===== config.mk =====
export PLATFORM = sky130hd
export DESIGN_NAME = hazard_scoreboard_flat
export DESIGN_NICKNAME = d
export VERILOG_FILES = /design/src/rtl/hazard_scoreboard_pkg.sv /design/src/rtl/hazard_scoreboard_if.sv /design/src/rtl/hazard_scoreboard_match.sv /design/src/rtl/hazard_scoreboard.sv /design/src/flat_wrapper.sv
export SDC_FILE = /design/constraint.sdc
export NUM_CORES = 1
export LEC_CHECK = 0
export CORE_MARGIN = 10
export CORE_UTILIZATION = 45
export CTS_CLUSTER_DIAMETER = 150
export DETAILED_ROUTE_END_ITERATION = 10
export GPL_TIMING_DRIVEN = 0
export PLACE_DENSITY_LB_ADDON = 0.15
export SETUP_SLACK_MARGIN = 0.3
export SLEW_MARGIN = 10
export SYNTH_ARGS = -nofsm -noshare
export SYNTH_HDL_FRONTEND = slang
export SYNTH_SLANG_ARGS = --single-unit

===== constraint.sdc =====
create_clock -name clk -period 10.35 [get_ports clk]
set_input_delay 2.07 -clock clk [delete_from_list [all_inputs] [get_ports clk]]
set_output_delay 2.07 -clock clk [all_outputs]
set_load 0.05 [all_outputs]

===== src/rtl/hazard_scoreboard_pkg.sv =====
// Shared types and helpers for the hazard scoreboard.
//   slot_t      : one in-flight writer record {valid, rd, we, load}
//   REG_AW      : architectural register address width
//   ready_stage : stages after decode at which a producer's result can be forwarded
package hz_pkg;

  localparam int unsigned REG_AW = 5;

  typedef struct packed {
    logic              valid;
    logic [REG_AW-1:0] rd;
    logic              we;
    logic              load;
  } slot_t;

  // Non-loads forward from EX/MEM (stage 1); loads need LOAD_LAT more stages.
  function automatic int unsigned ready_stage(input logic load, input int unsigned load_lat);
    return load ? (32'd1 + load_lat) : 32'd1;
  endfunction

endpackage


===== src/rtl/hazard_scoreboard_if.sv =====
// Decode-side bundle for the hazard scoreboard.
//   master : pipeline control / decode stage (drives freeze, flush, id_*)
//   slave  : hazard_scoreboard (drives hz_stall, fwd_a, fwd_b, stall_cnt)
interface hazard_scoreboard_if #(
  parameter int unsigned FW = 2
);
  import hz_pkg::*;

  logic              freeze;
  logic              flush;
  logic              id_valid;
  logic [REG_AW-1:0] id_rs1;
  logic [REG_AW-1:0] id_rs2;
  logic              id_use_rs1;
  logic              id_use_rs2;
  logic [REG_AW-1:0] id_rd;
  logic              id_we;
  logic              id_load;
  logic              hz_stall;
  logic [FW-1:0]     fwd_a;
  logic [FW-1:0]     fwd_b;
  logic [31:0]       stall_cnt;

  modport master (
    output freeze, flush, id_valid, id_rs1, id_rs2, id_use_rs1, id_use_rs2,
           id_rd, id_we, id_load,
    input  hz_stall, fwd_a, fwd_b, stall_cnt
  );

  modport slave (
    input  freeze, flush, id_valid, id_rs1, id_rs2, id_use_rs1, id_use_rs2,
           id_rd, id_we, id_load,
    output hz_stall, fwd_a, fwd_b, stall_cnt
  );

endinterface


===== src/rtl/hazard_scoreboard_match.sv =====
// Youngest-match priority finder over the scoreboard slots for one source operand.
//   slots   : scoreboard, index 0 = youngest (EX)
//   src     : source register address; use_src : operand actually read
//   hit     : some valid writer of src is in flight (never for x0)
//   idx     : slot index of the youngest such writer
//   is_load : that writer is a load
module hz_match
  import hz_pkg::*;
#(
  parameter int unsigned DEPTH = 3,
  parameter int unsigned IW    = $clog2(DEPTH)
) (
  input  slot_t             slots [DEPTH],
  input  logic [REG_AW-1:0] src,
  input  logic              use_src,
  output logic              hit,
  output logic [IW-1:0]     idx,
  output logic              is_load
);

  // Scan oldest to youngest so the youngest match is written last and wins.
  always_comb begin
    hit     = 1'b0;
    idx     = '0;
    is_load = 1'b0;
    if (use_src && (src != '0)) begin
      for (int k = int'(DEPTH) - 1; k >= 0; k--) begin
        if (slots[k].valid && slots[k].we && (slots[k].rd == src)) begin
          hit     = 1'b1;
          idx     = IW'(k);
          is_load = slots[k].load;
        end
      end
    end
  end

endmodule


===== src/rtl/hazard_scoreboard.sv =====
// Hazard, forwarding and stall controller beside the decode stage.
//   clk, rst : rising-edge clock, synchronous active-high reset
//   bus      : slave side of hazard_scoreboard_if
//              in : freeze, flush, id_valid, id_rs1/2, id_use_rs1/2, id_rd, id_we, id_load
//              out: hz_stall (combinational), fwd_a/fwd_b (registered), stall_cnt (saturating)
module hazard_scoreboard
  import hz_pkg::*;
#(
  parameter int unsigned DEPTH    = 3,
  parameter int unsigned LOAD_LAT = 1,
  parameter bit          FWD_EN   = 1'b1,
  parameter int unsigned FW       = $clog2(DEPTH)
) (
  input logic               clk,
  input logic               rst,
  hazard_scoreboard_if.slave bus
);

  slot_t         slots_q [DEPTH];
  logic [FW-1:0] fwd_a_q;
  logic [FW-1:0] fwd_b_q;
  logic [31:0]   stall_cnt_q;

  logic          hit_a_c, hit_b_c;
  logic [FW-1:0] idx_a_c, idx_b_c;
  logic          load_a_c, load_b_c;
  logic          haz_a_c, haz_b_c;
  logic [FW-1:0] sel_a_c, sel_b_c;
  logic          hz_stall_c;
  logic          enter_c;
  slot_t         new_slot_c;

  hz_match #(.DEPTH(DEPTH), .IW(FW)) u_match_a (
    .slots   (slots_q),
    .src     (bus.id_rs1),
    .use_src (bus.id_use_rs1),
    .hit     (hit_a_c),
    .idx     (idx_a_c),
    .is_load (load_a_c)
  );

  hz_match #(.DEPTH(DEPTH), .IW(FW)) u_match_b (
    .slots   (slots_q),
    .src     (bus.id_rs2),
    .use_src (bus.id_use_rs2),
    .hit     (hit_b_c),
    .idx     (idx_b_c),
    .is_load (load_b_c)
  );

  // Hazard if the producer is not yet at its forwarding point; without a
  // forwarding network only the WB slot (write-before-read regfile) is safe.
  function automatic logic src_hazard(input logic hit, input logic [FW-1:0] idx,
                                      input logic load);
    if (!hit) return 1'b0;
    if (FWD_EN) return (32'(idx) + 32'd1) < ready_stage(load, LOAD_LAT);
    return 32'(idx) < (DEPTH - 32'd1);
  endfunction

  // Forward from stage idx+1 unless the producer is already in WB.
  function automatic logic [FW-1:0] src_select(input logic hit, input logic [FW-1:0] idx);
    if (FWD_EN && hit && (32'(idx) < (DEPTH - 32'd1))) return FW'(32'(idx) + 32'd1);
    return '0;
  endfunction

  // Stall decision and next slot-0 contents.
  always_comb begin
    haz_a_c    = src_hazard(hit_a_c, idx_a_c, load_a_c);
    haz_b_c    = src_hazard(hit_b_c, idx_b_c, load_b_c);
    sel_a_c    = src_select(hit_a_c, idx_a_c);
    sel_b_c    = src_select(hit_b_c, idx_b_c);
    hz_stall_c = bus.id_valid & ~bus.flush & (haz_a_c | haz_b_c);
    enter_c    = bus.id_valid & ~hz_stall_c & ~bus.flush;
    new_slot_c = '0;
    if (enter_c) begin
      new_slot_c.valid = 1'b1;
      new_slot_c.rd    = bus.id_rd;
      new_slot_c.we    = bus.id_we & (bus.id_rd != '0);
      new_slot_c.load  = bus.id_load;
    end
  end

  // Slot shift register, EX forwarding selects and stall counter; freeze holds everything.
  always_ff @(posedge clk) begin
    if (rst) begin
      for (int i = 0; i < int'(DEPTH); i++) slots_q[i] <= '0;
      fwd_a_q     <= '0;
      fwd_b_q     <= '0;
      stall_cnt_q <= '0;
    end else if (!bus.freeze) begin
      for (int i = int'(DEPTH) - 1; i >= 1; i--) slots_q[i] <= slots_q[i-1];
      slots_q[0] <= new_slot_c;
      fwd_a_q    <= enter_c ? sel_a_c : '0;
      fwd_b_q    <= enter_c ? sel_b_c : '0;
      if (hz_stall_c && (stall_cnt_q != '1)) stall_cnt_q <= stall_cnt_q + 32'd1;
    end
  end

  assign bus.hz_stall  = hz_stall_c;
  assign bus.fwd_a     = fwd_a_q;
  assign bus.fwd_b     = fwd_b_q;
  assign bus.stall_cnt = stall_cnt_q;

endmodule


===== src/flat_wrapper.sv =====
// flat-port wrapper written by rule: the top's interface ports become plain ports
module hazard_scoreboard_flat import hz_pkg::*;
#(
  parameter int unsigned DEPTH    = 3,
  parameter int unsigned LOAD_LAT = 1,
  parameter bit          FWD_EN   = 1'b1,
  parameter int unsigned FW       = $clog2(DEPTH)
)
  (clk, rst, bus_freeze, bus_flush, bus_id_valid, bus_id_rs1, bus_id_rs2, bus_id_use_rs1, bus_id_use_rs2, bus_id_rd, bus_id_we, bus_id_load, bus_hz_stall, bus_fwd_a, bus_fwd_b, bus_stall_cnt);
  hazard_scoreboard_if #(.FW(FW)) bus_i ();
  input logic clk;
  input logic rst;
  input wire logic [$bits(bus_i.freeze)-1:0] bus_freeze;
  input wire logic [$bits(bus_i.flush)-1:0] bus_flush;
  input wire logic [$bits(bus_i.id_valid)-1:0] bus_id_valid;
  input wire logic [$bits(bus_i.id_rs1)-1:0] bus_id_rs1;
  input wire logic [$bits(bus_i.id_rs2)-1:0] bus_id_rs2;
  input wire logic [$bits(bus_i.id_use_rs1)-1:0] bus_id_use_rs1;
  input wire logic [$bits(bus_i.id_use_rs2)-1:0] bus_id_use_rs2;
  input wire logic [$bits(bus_i.id_rd)-1:0] bus_id_rd;
  input wire logic [$bits(bus_i.id_we)-1:0] bus_id_we;
  input wire logic [$bits(bus_i.id_load)-1:0] bus_id_load;
  output wire logic [$bits(bus_i.hz_stall)-1:0] bus_hz_stall;
  output wire logic [$bits(bus_i.fwd_a)-1:0] bus_fwd_a;
  output wire logic [$bits(bus_i.fwd_b)-1:0] bus_fwd_b;
  output wire logic [$bits(bus_i.stall_cnt)-1:0] bus_stall_cnt;
  assign bus_i.freeze = bus_freeze;
  assign bus_i.flush = bus_flush;
  assign bus_i.id_valid = bus_id_valid;
  assign bus_i.id_rs1 = bus_id_rs1;
  assign bus_i.id_rs2 = bus_id_rs2;
  assign bus_i.id_use_rs1 = bus_id_use_rs1;
  assign bus_i.id_use_rs2 = bus_id_use_rs2;
  assign bus_i.id_rd = bus_id_rd;
  assign bus_i.id_we = bus_id_we;
  assign bus_i.id_load = bus_id_load;
  assign bus_hz_stall = bus_i.hz_stall;
  assign bus_fwd_a = bus_i.fwd_a;
  assign bus_fwd_b = bus_i.fwd_b;
  assign bus_stall_cnt = bus_i.stall_cnt;
  hazard_scoreboard #(.DEPTH(DEPTH), .LOAD_LAT(LOAD_LAT), .FWD_EN(FWD_EN), .FW(FW)) u_core (.clk(clk), .rst(rst), .bus(bus_i));
endmodule

==> flow_metrics.py <==
# Auto-generated metrics
metrics = {
    "run_status": {
        "outcome": "finished clean",
    },
    "yosys": {
        "ys_chip_area_mm2": 0.00317,
        "post_synth_most_frequent_cells": "dfxtp_1, nor2_1, xor2_1, nand2_1, mux2i_1",
        "share_of_synthesized_cell_area_in_full_adder_half_adder_and_majority_cells": 0.0198,
        "ys_top_cells_by_area": "dfxtp_1, xor2_1, mux2i_1, nor2_1, xnor2_1",
        "synth_cell_types": 44,
        "synth_area_per_cell_um2": 8.56,
        "ys_sh_xor": 0.119,
        "post_synth_instance_area_mm2": 0.00317,
    },
    "setup_path": {
        "worstReg2RegStart": "u_core.slots_q[22]",
        "critical_path_class": "in2out",
        "critical_path.endpoint_type": "output pin",
        "cp_max_delay_cell": "clkdlybuf4s50_1",
        "crit-reg2reg-capture": "u_core.bus.stall_cnt[15]",
        "worstPathRequired_ps": 8280,
        "cp_buf_inv_count": 4,
        "worst_setup_path_startpoint": "bus_id_rs1[0]",
    },
    "sta": {
        "worst_pin_slew_ps": 838,
        "slew_headroom": 0.439,
        "minimum_period_implied_by_the_final_worst_setup_slack_ps": 8550,
        "timing.final.max_slew_violations": 0,
        "setup_viol": 0,
    },
    "routing": {
        "vias_per_cell": 5.43,
    },
    "floorplanning": {
        "floorplan.initialDensity": 0.464,
        "num_rows": 30,
    },
    "pwr": {
        "vdd_drop_max_mv": 0.0756,
        "pwr-share-clk": 0.432,
        "p_per_area_mw_per_mm2": 115,
    },
    "placed_design": {
        "dpl.cell_count": 524,
    },
    "job": {
        "warning_count": 26,
    },
    "cts": {
        "clkSinkCount": 60,
        "cts-buffers-inserted": 9,
        "cts_max_level": 3,
        "clk_root_buffer_cell": "clkbuf_8",
    },
    "finish": {
        "design_area_mm2": 0.00406,
    },
    "hold_path": {
        "min_delay_worst_type": "reg2reg",
    },
}
==> metal layers <==
layer / vias up / part of all wire / GRT usage / wire length, um
li1: 1458 / - / - / -
met1: 1390 / 0.45 / 0.190 / 4000
met2: 74 / 0.48 / 0.268 / 4240
met3: 7 / 0.056 / 0.0570 / 490
met4: 0 / 0.0082 / 0.0417 / 72
met5: - / 0 / 0 / 0
==> metrics by stage <==
step / setup slack (ps) / total power, uW
final: 1800 / 467
after global routing: 1500 / 481
after global placement: 1870 / 270
after floorplan: 3100 / 254
after CTS: 1780 / 470
after detailed placement: 1810 / 270
==> worst min-delay path by stage <==
stage	slack, ps	end	from
final	460	u_core.bus.fwd_a[1]	u_core.bus.fwd_a[1]
after global routing	490	u_core.bus.fwd_b[0]	u_core.bus.fwd_b[0]
after CTS	460	u_core.bus.fwd_a[1]	u_core.bus.fwd_a[1]
after detailed placement	440	u_core.bus.fwd_a[1]	u_core.bus.fwd_a[1]
after global placement	440	u_core.bus.fwd_b[1]	u_core.bus.fwd_b[1]
after floorplan	450	u_core.slots_q[17]	u_core.slots_q[17]
==> worst min-delay path, stage by stage (launching register included) <==
cell and delay [ps]:
dfxtp_1 310, nand2_1 50, o31ai_1 50
==> cell usage in the layout (no fill, tap or decap), types with 4 or more instances in the layout <==
cell             instances
clkdlybuf4s50_1         58
a21oi_1                 17
and3_1                   8
clkbuf_1                11
ha_1                     5
inv_1                    8
or3_1                   13
mux2i_1                 18
nor2_1                  48
a22o_1                   7
nand4_1                 10
dfxtp_1                 60
xnor2_1                 14
or4_1                    5
xor2_1                  29
o31ai_1                  5
clkbuf_8                13
nand2_1                 23
o21ai_0                 17
nand3_1                 15
nor3_1                  15
and2_1                   4
==> state kept, by name (all words and copies together), names as in the netlist <==
register,flops
u_core.bus.fwd_a,2
u_core.slots_q,24
u_core.bus.fwd_b,2
u_core.bus.stall_cnt,32
==> cell families after synthesis <==
group / after synthesis
adder cells (fa/ha/maj): 5
AND/OR/NAND/NOR: 157
flip-flops: 60
buffers and inverters: 21
multiplexers: 20
AND-OR/OR-AND: 64
XOR/XNOR: 43
==> layout make-up <==
type,count,area (um2)
clock buffers,14,183
inverters,8,30.0
well taps,96,120
flip-flops and latches,60,1200
repair buffers,58,581
plain buffers,13,65.1
clock inverters,1,5.00
multi-input cells,289,1870
fillers,642,2780
==> power by group through the flow <==
stage / logic [uW] / registers [uW] / clock network (uW)
2_1_floorplan: 15.7 / 239 / 0
3_3_place_gp: 30.4 / 239 / 0
3_5_place_dp: 30.9 / 239 / 0
4_1_cts: 31.2 / 234 / 205
5_1_grt: 33.8 / 234 / 213
6_report: 31.1 / 234 / 202
A small window of the routed layout:
Window x 68 to 88, y 16 to 36 um. Cells in grey, sequential cells in the stronger grey; small squares are vias.
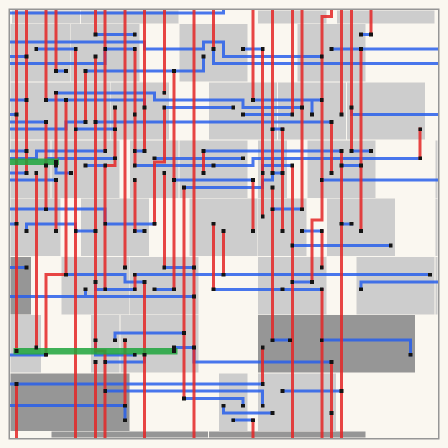
- blue: met1
- green: met3
- red: met2
- most frequent: xor2_1 (15), nor4_1 (3), nor2_1 (3)
- cells with their middle in the window: 30
- netlist names of flops here include: u_core.slots_q (2)
- sequential cells in the window: 2

Track usage over the die:
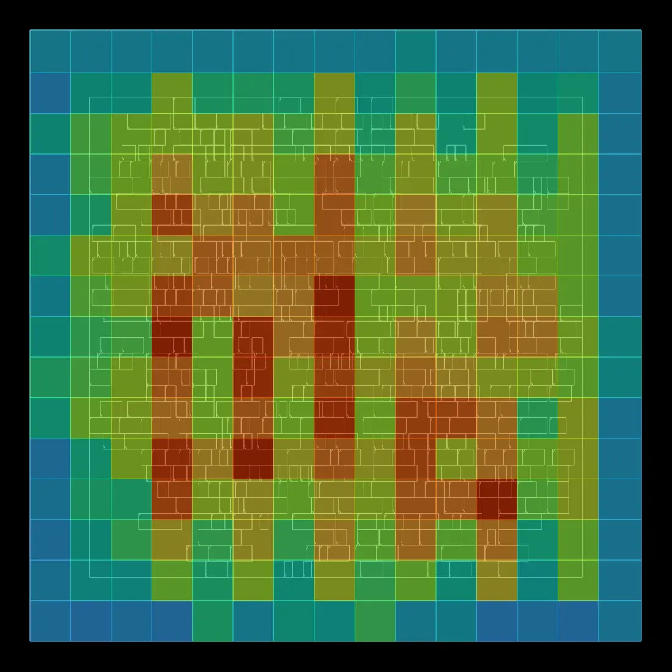
per-cell routed wire length: 16.3 um
GR Util met3: 0.0570
GRT met2 Usage: 0.268
routing usage on met1: 0.190
final core utilization: 0.594

Where the registers sit:
(4 px per um)
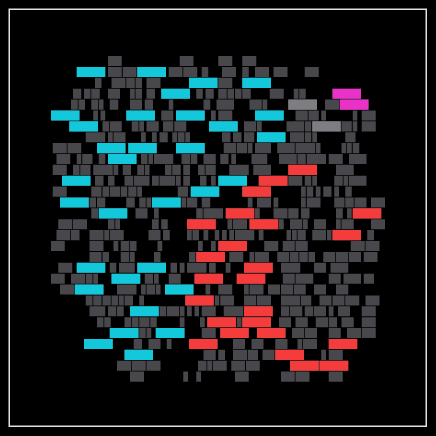
- red: u_core.slots_q (flops 24)
- cyan: u_core.bus.stall_cnt (flops 32)
- magenta: u_core.bus.fwd_b (flops 2)

Power is estimated from default activity; no workload was simulated.
